**Track usage over the die**

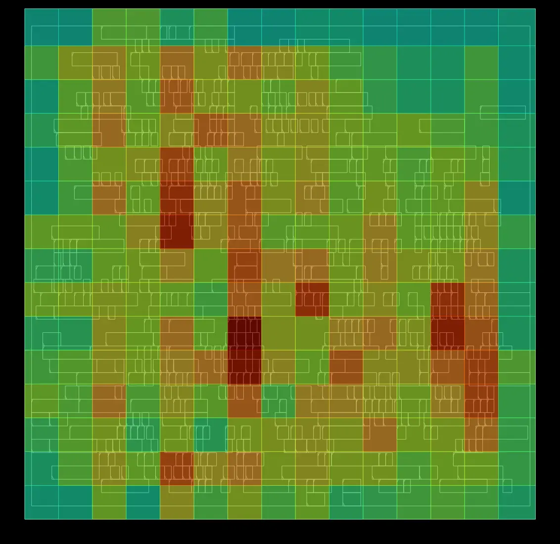
**The metal 4 layer**

Drawn at 4 px/um. Supply wires on this layer in gray.
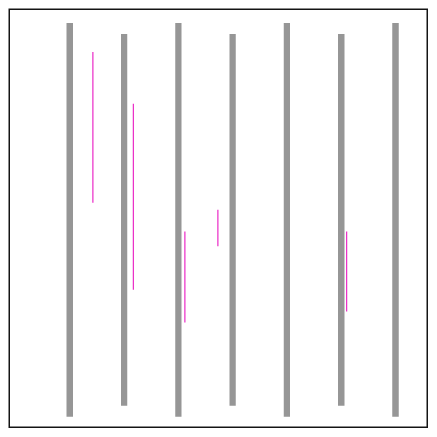
**Sequential cells colored by netlist name**

Drawn at 4 px/um.
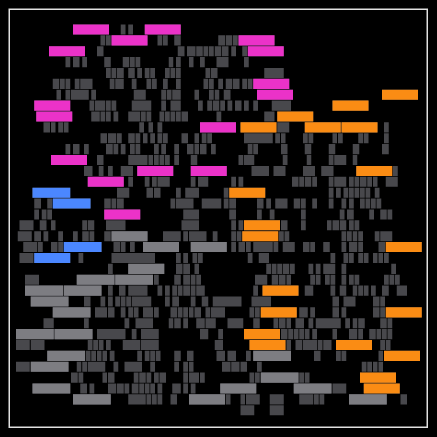
**Wiring by layer**

Drawn at 4 px/um. Only two layers are drawn.
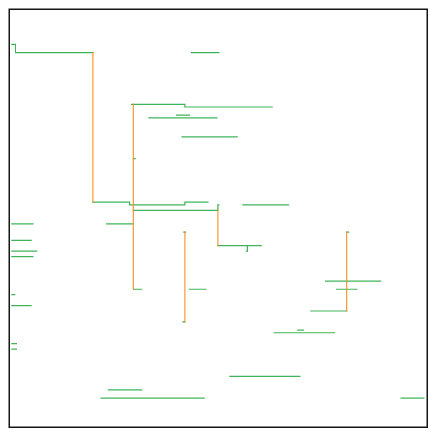
### config.mk
export PLATFORM = sky130hd
export DESIGN_NAME = keypad_event
export DESIGN_NICKNAME = d
export VERILOG_FILES = /design/src/rtl/keypad_pkg.sv /design/src/rtl/keypad_event_sync.sv /design/src/rtl/keypad_event.sv
export SDC_FILE = /design/constraint.sdc
export NUM_CORES = 1
export LEC_CHECK = 0
export ABC_AREA = 1
export CAP_MARGIN = 10
export CORE_UTILIZATION = 40
export CTS_CLUSTER_SIZE = 28
export DETAILED_ROUTE_END_ITERATION = 12
export PLACE_DENSITY = 0.56
export SLEW_MARGIN = 5
export SYNTH_ARGS = -nofsm -noshare
export SYNTH_HDL_FRONTEND = slang
export SYNTH_HIERARCHICAL = 1
export SYNTH_SLANG_ARGS = --single-unit
### constraint.sdc
create_clock -name clk -period 4.08 [get_ports clk]
set_input_delay 0.612 -clock clk [delete_from_list [all_inputs] [get_ports clk]]
set_output_delay 0.612 -clock clk [all_outputs]
set_load 0.005 [all_outputs]
### src/rtl/keypad_pkg.sv
// Shared types and key decode table for the 4x4 matrix keypad front end.
package keypad_pkg;

  localparam logic [3:0] KEY_STAR = 4'hD;
  localparam logic [3:0] KEY_HASH = 4'hE;
  localparam logic [3:0] KEY_NONE = 4'hF;

  typedef enum logic [1:0] {
    KP_SCAN,
    KP_DEBOUNCE,
    KP_HELD,
    KP_RELEASE
  } kp_state_t;

  // Row/column position to key code; the 'D' position is reserved as "none".
  function automatic logic [3:0] key_lookup(input logic [1:0] row, input logic [1:0] column);
    logic [3:0] code;
    code = KEY_NONE;
    case ({row, column})
      4'h0: code = 4'h1;
      4'h1: code = 4'h2;
      4'h2: code = 4'h3;
      4'h3: code = 4'hA;
      4'h4: code = 4'h4;
      4'h5: code = 4'h5;
      4'h6: code = 4'h6;
      4'h7: code = 4'hB;
      4'h8: code = 4'h7;
      4'h9: code = 4'h8;
      4'hA: code = 4'h9;
      4'hB: code = 4'hC;
      4'hC: code = KEY_STAR;
      4'hD: code = 4'h0;
      4'hE: code = KEY_HASH;
      4'hF: code = KEY_NONE;
    endcase
    return code;
  endfunction

endpackage

### src/rtl/keypad_event_sync.sv
// Two-flop synchroniser for the asynchronous keypad rows; idles at all-ones.
module sync_2ff #(
  parameter int unsigned WIDTH = 4
) (
  input  logic             clk,
  input  logic             rst,
  input  logic [WIDTH-1:0] d,
  output logic [WIDTH-1:0] q
);

  logic [WIDTH-1:0] meta;

  always_ff @(posedge clk or negedge rst) begin
    if (!rst) begin
      meta <= '1;
      q    <= '1;
    end else begin
      meta <= d;
      q    <= meta;
    end
  end

endmodule

### src/rtl/keypad_event.sv
// Keypad scanner: column strobing, row debounce and one key_valid pulse per press.
module keypad_event
  import keypad_pkg::*;
#(
  parameter int unsigned SCAN_CYCLES     = 27_000,
  parameter int unsigned DEBOUNCE_CYCLES = 270_000
) (
  input  logic       clk,
  input  logic       rst,
  input  logic [3:0] fil,
  output logic [3:0] col,
  output logic [3:0] key_code,
  output logic       key_valid,
  output logic       key_held
);

  localparam int unsigned SCAN_W = $clog2(SCAN_CYCLES) + 1;
  localparam int unsigned DEB_W  = $clog2(DEBOUNCE_CYCLES) + 1;
  localparam logic [SCAN_W-1:0] SCAN_LAST = SCAN_W'(SCAN_CYCLES - 1);
  localparam logic [DEB_W-1:0]  DEB_LAST  = DEB_W'(DEBOUNCE_CYCLES - 1);
  localparam logic [3:0] ROWS_IDLE = 4'b1111;
  localparam logic [3:0] COL_RESET = 4'b1110;

  logic [3:0] rs;

  sync_2ff #(.WIDTH(4)) u_row_sync (
    .clk (clk),
    .rst (rst),
    .d   (fil),
    .q   (rs)
  );

  kp_state_t         state, state_nxt;
  logic [SCAN_W-1:0] scan_cnt, scan_nxt;
  logic [DEB_W-1:0]  deb_cnt, deb_nxt;
  logic [3:0]        cap_rows, cap_rows_nxt;
  logic [1:0]        cap_col, cap_col_nxt;
  logic [3:0]        col_nxt, code_nxt;
  logic              valid_nxt, held_nxt;
  logic [3:0]        dec_code;

  function automatic logic [2:0] zero_count(input logic [3:0] v);
    return 3'(!v[0]) + 3'(!v[1]) + 3'(!v[2]) + 3'(!v[3]);
  endfunction

  // Position of the lowest zero bit; callers only use it on one-zero patterns.
  function automatic logic [1:0] zero_index(input logic [3:0] v);
    logic [1:0] idx;
    idx = 2'd0;
    for (int i = 3; i >= 0; i--) begin
      if (!v[i]) idx = 2'(i);
    end
    return idx;
  endfunction

  function automatic logic [3:0] rotate_col(input logic [3:0] c);
    return {c[2:0], c[3]};
  endfunction

  always_comb begin
    state_nxt    = state;
    scan_nxt     = scan_cnt;
    deb_nxt      = deb_cnt;
    cap_rows_nxt = cap_rows;
    cap_col_nxt  = cap_col;
    col_nxt      = col;
    code_nxt     = key_code;
    valid_nxt    = 1'b0;
    held_nxt     = key_held;
    dec_code     = key_lookup(zero_index(cap_rows), cap_col);

    case (state)
      KP_SCAN: begin
        if (scan_cnt >= SCAN_LAST) begin
          scan_nxt = '0;
          if (zero_count(rs) == 3'd1) begin
            cap_rows_nxt = rs;
            cap_col_nxt  = zero_index(col);
            deb_nxt      = '0;
            state_nxt    = KP_DEBOUNCE;
          end else begin
            // No key or a ghosted multi-key pattern: keep scanning.
            col_nxt = rotate_col(col);
          end
        end else begin
          scan_nxt = scan_cnt + SCAN_W'(1);
        end
      end
      KP_DEBOUNCE: begin
        if (rs != cap_rows) begin
          scan_nxt  = '0;
          state_nxt = KP_SCAN;
        end else if (deb_cnt >= DEB_LAST) begin
          code_nxt  = dec_code;
          valid_nxt = (dec_code != KEY_NONE);
          held_nxt  = 1'b1;
          state_nxt = KP_HELD;
        end else begin
          deb_nxt = deb_cnt + DEB_W'(1);
        end
      end
      KP_HELD: begin
        if (rs == ROWS_IDLE) begin
          deb_nxt   = '0;
          state_nxt = KP_RELEASE;
        end
      end
      KP_RELEASE: begin
        if (rs != ROWS_IDLE) begin
          state_nxt = KP_HELD;
        end else if (deb_cnt >= DEB_LAST) begin
          held_nxt  = 1'b0;
          code_nxt  = KEY_NONE;
          col_nxt   = rotate_col(col);
          scan_nxt  = '0;
          state_nxt = KP_SCAN;
        end else begin
          deb_nxt = deb_cnt + DEB_W'(1);
        end
      end
      default: state_nxt = KP_SCAN;
    endcase
  end

  always_ff @(posedge clk or negedge rst) begin
    if (!rst) begin
      state     <= KP_SCAN;
      scan_cnt  <= '0;
      deb_cnt   <= '0;
      cap_rows  <= ROWS_IDLE;
      cap_col   <= 2'd0;
      col       <= COL_RESET;
      key_code  <= KEY_NONE;
      key_valid <= 1'b0;
      key_held  <= 1'b0;
    end else begin
      state     <= state_nxt;
      scan_cnt  <= scan_nxt;
      deb_cnt   <= deb_nxt;
      cap_rows  <= cap_rows_nxt;
      cap_col   <= cap_col_nxt;
      col       <= col_nxt;
      key_code  <= code_nxt;
      key_valid <= valid_nxt;
      key_held  <= held_nxt;
    end
  end

endmodule

==> flow_summary.json <==
{
  "final-clk-cell-share": 0.0454,
  "warning_count": 33,
  "max_freq_ghz": 0.375,
  "relSlewSlack": 0.403,
  "top_cells_by_count": "223 x nand2_1, 72 x nor2_1, 71 x nand3_1",
  "worstSkewPairLatency_ps": 350,
  "status": "finished, final reports clean",
  "max_flop_register": "deb_cnt",
  "grt_pass1_vias": 3434,
  "fin_worst_hold_slack_ps": 358,
  "worstPathArrival_ps": 2900,
  "top_regs": "deb_cnt: 20 flops, scan_cnt: 16 flops",
  "place_ws_ps": 1450,
  "fin_crit_sh": 0.654,
  "cp_slowest_stage_delay_ps": 570,
  "die-height_um": 104,
  "routed-wl-met2_um": 4250,
  "synthFlopType": "dfrtp_1",
  "placed_cell_area_um2": 4390,
  "nNonClkInverters": 58,
  "stdcell_area_um2": 4600,
  "synthDistinctLibCells": 34,
  "p_seq_mw": 0.625,
  "lay_top_count": "nand2_1",
  "n_all_buffers": 17,
  "fin_util": 0.462,
  "drt-total-wl_um": 9420,
  "use_met1": 0.251,
  "crit_start": "u_row_sync/q[1]",
  "clock-sinks": 62,
  "die_w_um": 104,
  "worst_slack_ps": 1410,
  "crit_path_top_delay_cell": "dfstp_2",
  "cts_buffer_depth": 2,
  "top_cell": "nand2_1",
  "worst-path-stages": 13,
  "power_density_nw_per_um2": 266,
  "design.seq.count": 62,
  "numPortBuffers": 15,
  "ant_nets": 0,
  "post_cts_buffers": 0,
  "comb_power_mw": 0.0328,
  "fillers": 1017,
  "crit_family": "simple AND/OR/NAND/NOR gates",
  "nWellTaps": 133,
  "combPwrFrac": 0.027,
  "cts-root-buf": "clkbuf_8",
  "dpl.cell_count": 739,
  "yosys-top-cells-area": "dfrtp_1 26%, nand2_1 20%, dfstp_2 12%",
  "cts_tree": "built",
  "setup_viol": 0,
  "place_congestion": 0.831,
  "internal_power_mw": 0.935,
  "syn_nets": 624,
  "crit_type": "register to register",
  "grt_pass1_wl_um": 16300,
  "ys_cells": 604,
  "grtUsageMet3": 0.0388,
  "syn_inst": 604,
  "sh_comb_area": 0.494,
  "yosys.area.top_type": "dfrtp_1",
  "hold_viol_final": 0,
  "async_flop_share": 1.00,
  "hold_class": "register to register",
  "slew_viol_final": 0,
  "ys_sh_adder": 0.0438,
  "logic_family": "simple AND/OR/NAND/NOR gates",
  "timing.critical_path.cells": "fa_1 -> inv_1 -> ha_1 -> ha_1 -> nand3b_1 -> nand2_1 -> o21ai_0 -> inv_1 -> nand2_2 -> nor2_8 -> nand2_8 -> nand2_1 -> nand2_1",
  "largest_register_ffs": 20,
  "clkbuf_count": 10,
  "die_area_um2": 10800,
  "n_antenna_cell": 0,
  "hold_depth": 0,
  "wl_met3_um": 320,
  "remaining_drc_errors": 0,
  "overflow": 0,
  "r2r_cells": 13,
  "clk_pin_slew_ps": 80,
  "tightest_slew_ps": 896,
  "core_um2": 9950,
  "top_cell_area_share": 0.258,
  "core_util_floorplan": 0.419,
  "std_cell_rows": 36,
  "htree_levels": 3,
  "syn2layout_area_growth_pct": 10.3,
  "aoi_share": 0.0330,
  "finalCriticalPeriod_ps": 2670,
  "ys_chip_area_um2": 4170,
  "netlist_area_um2": 4170,
  "endpoint": "deb_cnt[10]",
  "edf_count": 0,
  "regArea_um2": 1580,
  "logic_area_um2": 2270,
  "wl_met1_um": 4710,
  "comb_cells": 469,
  "seq-cell-share": 0.342,
  "vias": 3689,
  "cp-end-kind": "register",
  "first_iter_violations": 192,
  "simple_gate_area_frac": 0.430,
  "antenna_found_initial": 0,
  "lay_top_cells": "223 x nand2_1, 72 x nor2_1, 71 x nand3_1",
  "vias_per_cell": 4.89,
  "min_to": "u_row_sync/q[0]",
  "ys_ff": 62,
  "rrSetupSlack_ps": 1410,
  "p_leak_nw": 2.18,
  "rsz0062_at_grt": "false",
  "ys_seq_frac": 0.377,
  "cts_resized": 0,
  "ctsHoldBuffers": 0,
  "bufAreaShareNonClock": 0.0348,
  "clkPwrFrac": 0.464,
  "setup_tns_ps": 0,
  "required_ps": 4320,
  "swShare": 0.238,
  "ioPinCount": 16,
  "vdd_drop_max_mv": 0.169,
  "share_seq_of_total_power": 0.510,
  "firstDrtPassIters": 7,
  "r2r_end": "deb_cnt[10]",
  "dp_hpwl_um": 6620,
  "postSynthAreaPerCell_um2": 6.91,
  "cp-start-kind": "register",
  "cts_buffers": 9,
  "pg_clk_mw": 0.568,
  "drive_above_1_share": 0.0932,
  "cp_max_fo": 21,
  "highest_layer": "met4",
  "min_from": "u_row_sync/meta[0]",
  "synth_warnings": 6,
  "path_common_cell": "nand2_1",
  "cap_violations": 0,
  "grt_start_max_net_pins": 41,
  "nets": 637,
  "fin_total_pwr_mw": 1.23,
  "power_switching_mw": 0.291,
  "r2r-start": "u_row_sync/q[1]",
  "grt_use_met2": 0.296,
  "grt.busiest_layer": "met2"
}
About 'track usage over the die':
total track usage: 0.185
DR WL/cell: 12.5 um

About 'the metal 4 layer':
The layer holds 1.4% of the routed length. 4 nets have wire on it.

About 'sequential cells colored by netlist name':
Orange marks `deb_cnt`, sequential cells 20. Magenta marks `scan_cnt`, sequential cells 16. Blue marks `col`, sequential cells 4, where left middle.
Another 22 sequential cells are not colored.

About 'wiring by layer':
Green marks met3, wire length 321 um. Orange marks met4, wire length 135 um.

